===== src/rtl/alu_arbiter.sv =====
// alu_arbiter: round-robin sharing of one combinational ALU among NUM_REQ requesters
module alu_arbiter #(
  parameter int NUM_REQ = 2,
  parameter int WIDTH   = 32
) (
  input  logic                     clk,
  input  logic                     rst_n,
  input  logic [NUM_REQ-1:0]       req_valid,
  output logic [NUM_REQ-1:0]       req_ready,
  input  logic [NUM_REQ*WIDTH-1:0] req_srcA,
  input  logic [NUM_REQ*WIDTH-1:0] req_srcB,
  input  logic [NUM_REQ*3-1:0]     req_op,
  output logic [NUM_REQ-1:0]       resp_valid,
  input  logic [NUM_REQ-1:0]       resp_ready,
  output logic [WIDTH-1:0]         resp_result,
  output logic                     resp_zero,
  output logic [WIDTH-1:0]         alu_srcA,
  output logic [WIDTH-1:0]         alu_srcB,
  output logic [2:0]               alu_control,
  input  logic [WIDTH-1:0]         alu_result,
  input  logic                     alu_zero
);
  localparam int GW = $clog2(NUM_REQ);
  localparam logic [NUM_REQ-1:0] ONE = 1;
  typedef enum logic [1:0] {IDLE, EXEC, RESP} state_t;
  state_t state_q, state_d;
  logic [GW-1:0] rr_q, rr_d, g_q, g_d, gnt, idx;
  logic hit;
  logic [WIDTH-1:0] a_q, a_d, b_q, b_d, res_q, res_d;
  logic [2:0] op_q, op_d;
  logic zero_q, zero_d;
  // descending scan so the nearest valid requester at or after rr_q wins
  always_comb begin
    hit = 1'b0;
    gnt = rr_q;
    idx = '0;
    for (int k = NUM_REQ - 1; k >= 0; k--) begin
      idx = GW'((int'(rr_q) + k) % NUM_REQ);
      if (req_valid[idx]) begin
        hit = 1'b1;
        gnt = idx;
      end
    end
  end
  always_comb begin
    state_d = state_q;
    rr_d    = rr_q;
    g_d     = g_q;
    a_d     = a_q;
    b_d     = b_q;
    op_d    = op_q;
    res_d   = res_q;
    zero_d  = zero_q;
    case (state_q)
      IDLE: if (hit) begin
        g_d     = gnt;
        a_d     = req_srcA[gnt*WIDTH +: WIDTH];
        b_d     = req_srcB[gnt*WIDTH +: WIDTH];
        op_d    = req_op[gnt*3 +: 3];
        state_d = EXEC;
      end
      EXEC: begin
        res_d   = alu_result;
        zero_d  = alu_zero;
        state_d = RESP;
      end
      RESP: if (resp_ready[g_q]) begin
        rr_d    = (int'(g_q) == NUM_REQ - 1) ? '0 : g_q + 1'b1;
        state_d = IDLE;
      end
      default: state_d = IDLE;
    endcase
  end
  always_ff @(posedge clk or negedge rst_n) begin
    if (!rst_n) begin
      state_q <= IDLE;
      rr_q    <= '0;
      g_q     <= '0;
      a_q     <= '0;
      b_q     <= '0;
      op_q    <= '0;
      res_q   <= '0;
      zero_q  <= 1'b0;
    end else begin
      state_q <= state_d;
      rr_q    <= rr_d;
      g_q     <= g_d;
      a_q     <= a_d;
      b_q     <= b_d;
      op_q    <= op_d;
      res_q   <= res_d;
      zero_q  <= zero_d;
    end
  end
  // acceptance is suppressed while reset is held, even though the FSM already reads IDLE
  assign req_ready   = (rst_n && state_q == IDLE && hit) ? ONE << gnt : '0;
  assign resp_valid  = (state_q == RESP) ? ONE << g_q : '0;
  assign resp_result = res_q;
  assign resp_zero   = zero_q;
  assign alu_srcA    = a_q;
  assign alu_srcB    = b_q;
  assign alu_control = op_q;
endmodule


===== config.mk =====
export PLATFORM = sky130hd
export DESIGN_NAME = alu_arbiter
export DESIGN_NICKNAME = d
export VERILOG_FILES = /design/src/rtl/alu_arbiter.sv
export SDC_FILE = /design/constraint.sdc
export NUM_CORES = 1
export LEC_CHECK = 0
export CAP_MARGIN = 20
export CORE_AREA = 4 4 96 144
export CTS_CLUSTER_DIAMETER = 80
export CTS_CLUSTER_SIZE = 24
export DETAILED_ROUTE_END_ITERATION = 6
export DIE_AREA = 0 0 100 148
export PLACE_DENSITY = 0.89
export SLEW_MARGIN = 20
export SYNTH_ARGS = -nofsm -noshare
export SYNTH_HDL_FRONTEND = slang
export SYNTH_SLANG_ARGS = --single-unit

===== constraint.sdc =====
create_clock -name clk -period 3.8 [get_ports clk]
set_clock_uncertainty 0.05 [all_clocks]
set_input_delay 0.76 -clock clk [delete_from_list [all_inputs] [get_ports clk]]
set_output_delay 0.76 -clock clk [all_outputs]
set_load 0.02 [all_outputs]

==> deck_impl_summary.md <==
Key Metrics from the Run

Clock tree
  – TritonCTS clock tree: yes
  – Clk pin slew, worst setup/hold paths: 80 ps
  – Late-Pin Clk Latency: 340 ps
  – Clock Path Buffers: 2
  – # hold bufs at CTS: 0

Critical path
  – R2R depth: 4
  – Critical R2R Launch: rr_q$_DFFE_PN0P_
  – R2r endpoint: alu_srcA[13]$_DFFE_PN0P_
  – Crit-path leading delay family: buffers and inverters
  – Crit. Startpoint: req_valid[1]
  – Buf+Inv Stages, Crit Path: 3
  – Reg2Reg Setup Slack: 880 ps
  – Critical Path Sink: alu_srcB[27]$_DFFE_PN0P_
  – CP max stage cell: clkinv_2
  – Critical Path Stages: 5

GRT
  – Largest net degree at the start of global routing: 73
  – Met2 Usage GRT: 0.460
  – Initial antenna violation count: 0
  – Global routing usage on met3: 0.0510
  – Busiest layer in global routing: met2

Finish
  – Most frequent logic cell in the layout: clkdlybuf4s50_1
  – Logic area: 2410 µm²
  – Inverters: 5
  – Fill cell count: 925
  – P&R area growth vs syn: 53.7%
  – Buffer share of cell area: 0.338
  – Share of cells above drive strength 1: 0.0985
  – Top cell category: non-clock buffers
  – Clk_buf instances: 9
  – Comb gates: 320
  – Nets@finish: 899

Yosys
  – Yosys warning total: 0
  – Seq share, synth: 0.478
  – Cells after Synth: 506
  – Synth Net Count: 679
  – FFs w/ async S/R, synth: 1.00
  – Syn Area/Cell: 10.8 µm²
  – Yosys synthesis chip area: 5440 µm²
  – Synth logic family: AND-OR/OR-AND gates
  – Post-synth top cells: o2111ai_1 (134), dfrtp_1 (104), nand3_1 (68)
  – Distinct cells, synth: 24
  – Yosys cell count: 506
  – Synth flops: 104
  – Main area contributors: dfrtp_1 (48%), o2111ai_1 (22%), nand3_1 (6.3%)
  – EDFF count, synth: 0
  – Mux frac, synth: 0.0773
  – Yosys adder share: 0.00184

Detailed routing
  – Total Wirelength: 19.9 mm
  – Metal3 WL: 1.67 mm
  – Via count: 5616
  – Wire length on met1: 7.09 mm
  – Wire length on met2: 10.4 mm
  – First DRT Iteration DRCs: 361
  – Residual DRC: 0
  – Antenna Nets Post-Route: 0
  – Vias/cell: 6.33
  – Max Used Layer: met4
  – Initial DRT Pass Iterations: 4

Placement
  – Dpl ws: 689 ps

Floorplan
  – CORE AREA: 12400 µm²
  – Top Ports: 277

Power
  – Worst VDD drop: 0.343 mV
  – Pwr dens: 805 nW/µm²

Final timing
  – RSZ-0062 raised after global routing: no
  – Final min period: 3240 ps
  – Pins Over Slew Limit: 0
  – Final hold viol count: 0
  – Slew Limit Headroom: 0.322
  – # setup viols final: 0
  – Final setup margin: 564 ps
  – Final period utilization: 0.852

Outcome
  – Status: completed

Run
  – Max Cap Viol: 0
-- metrics by stage --
stage / hold slack [ps] / power, µW / std cells / cell area, µm² / util
2_1_floorplan: 414 / 4190 / 506 / 5440 / -
5_1_grt: 291 / 7110 / 887 / 8370 / 0.672
3_5_place_dp: 430 / 5780 / 871 / 8050 / 0.647
6_report: 281 / 6740 / 887 / 8370 / 0.672
3_3_place_gp: 425 / 5630 / 871 / 8050 / 0.647
4_1_cts: 283 / 6770 / 887 / 8360 / 0.672
-- power by group --
group	internal (µW)	switching, µW
sequential	1660	321
clock	527	445
combinational	1670	2110
total	3860	2880
-- registers in the layout (all words and copies together), names as in the netlist --
name / flops
resp_zero: 1
alu_control: 3
rr_q: 1
alu_srcB: 32
alu_srcA: 32
resp_result: 32
g_q: 1
state_q: 2
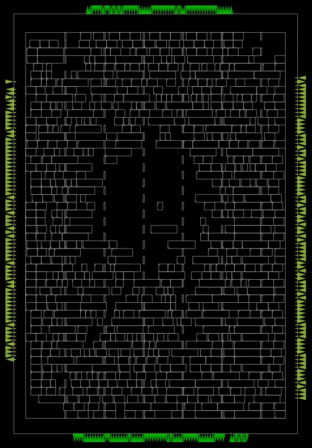
placed.png
flop share of the area: 0.311
Finished Layout Cells: 887
Post-Route Utilization: 0.672
FFs & Latches: 104

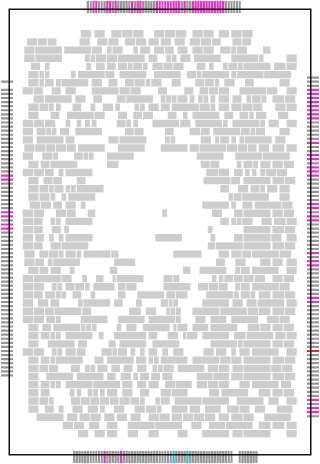
pinout.png
Drawn at 3 px/µm. Pins as bars across the die edge, other pins in grey.
[`resp_ready`] cyan | pins: 2 | direction: input | edge: bottom
[`alu_zero`] red | pins: 1 | direction: input | edge: right
[`req_srcB`] magenta | pins: 64 | direction: input | edge: 30 top, 26 right, 6 left, 2 bottom
DIE WIDTH: 100 µm
Port Buffer Count: 276

No activity file was given, so power comes from the tool's default toggle rates.
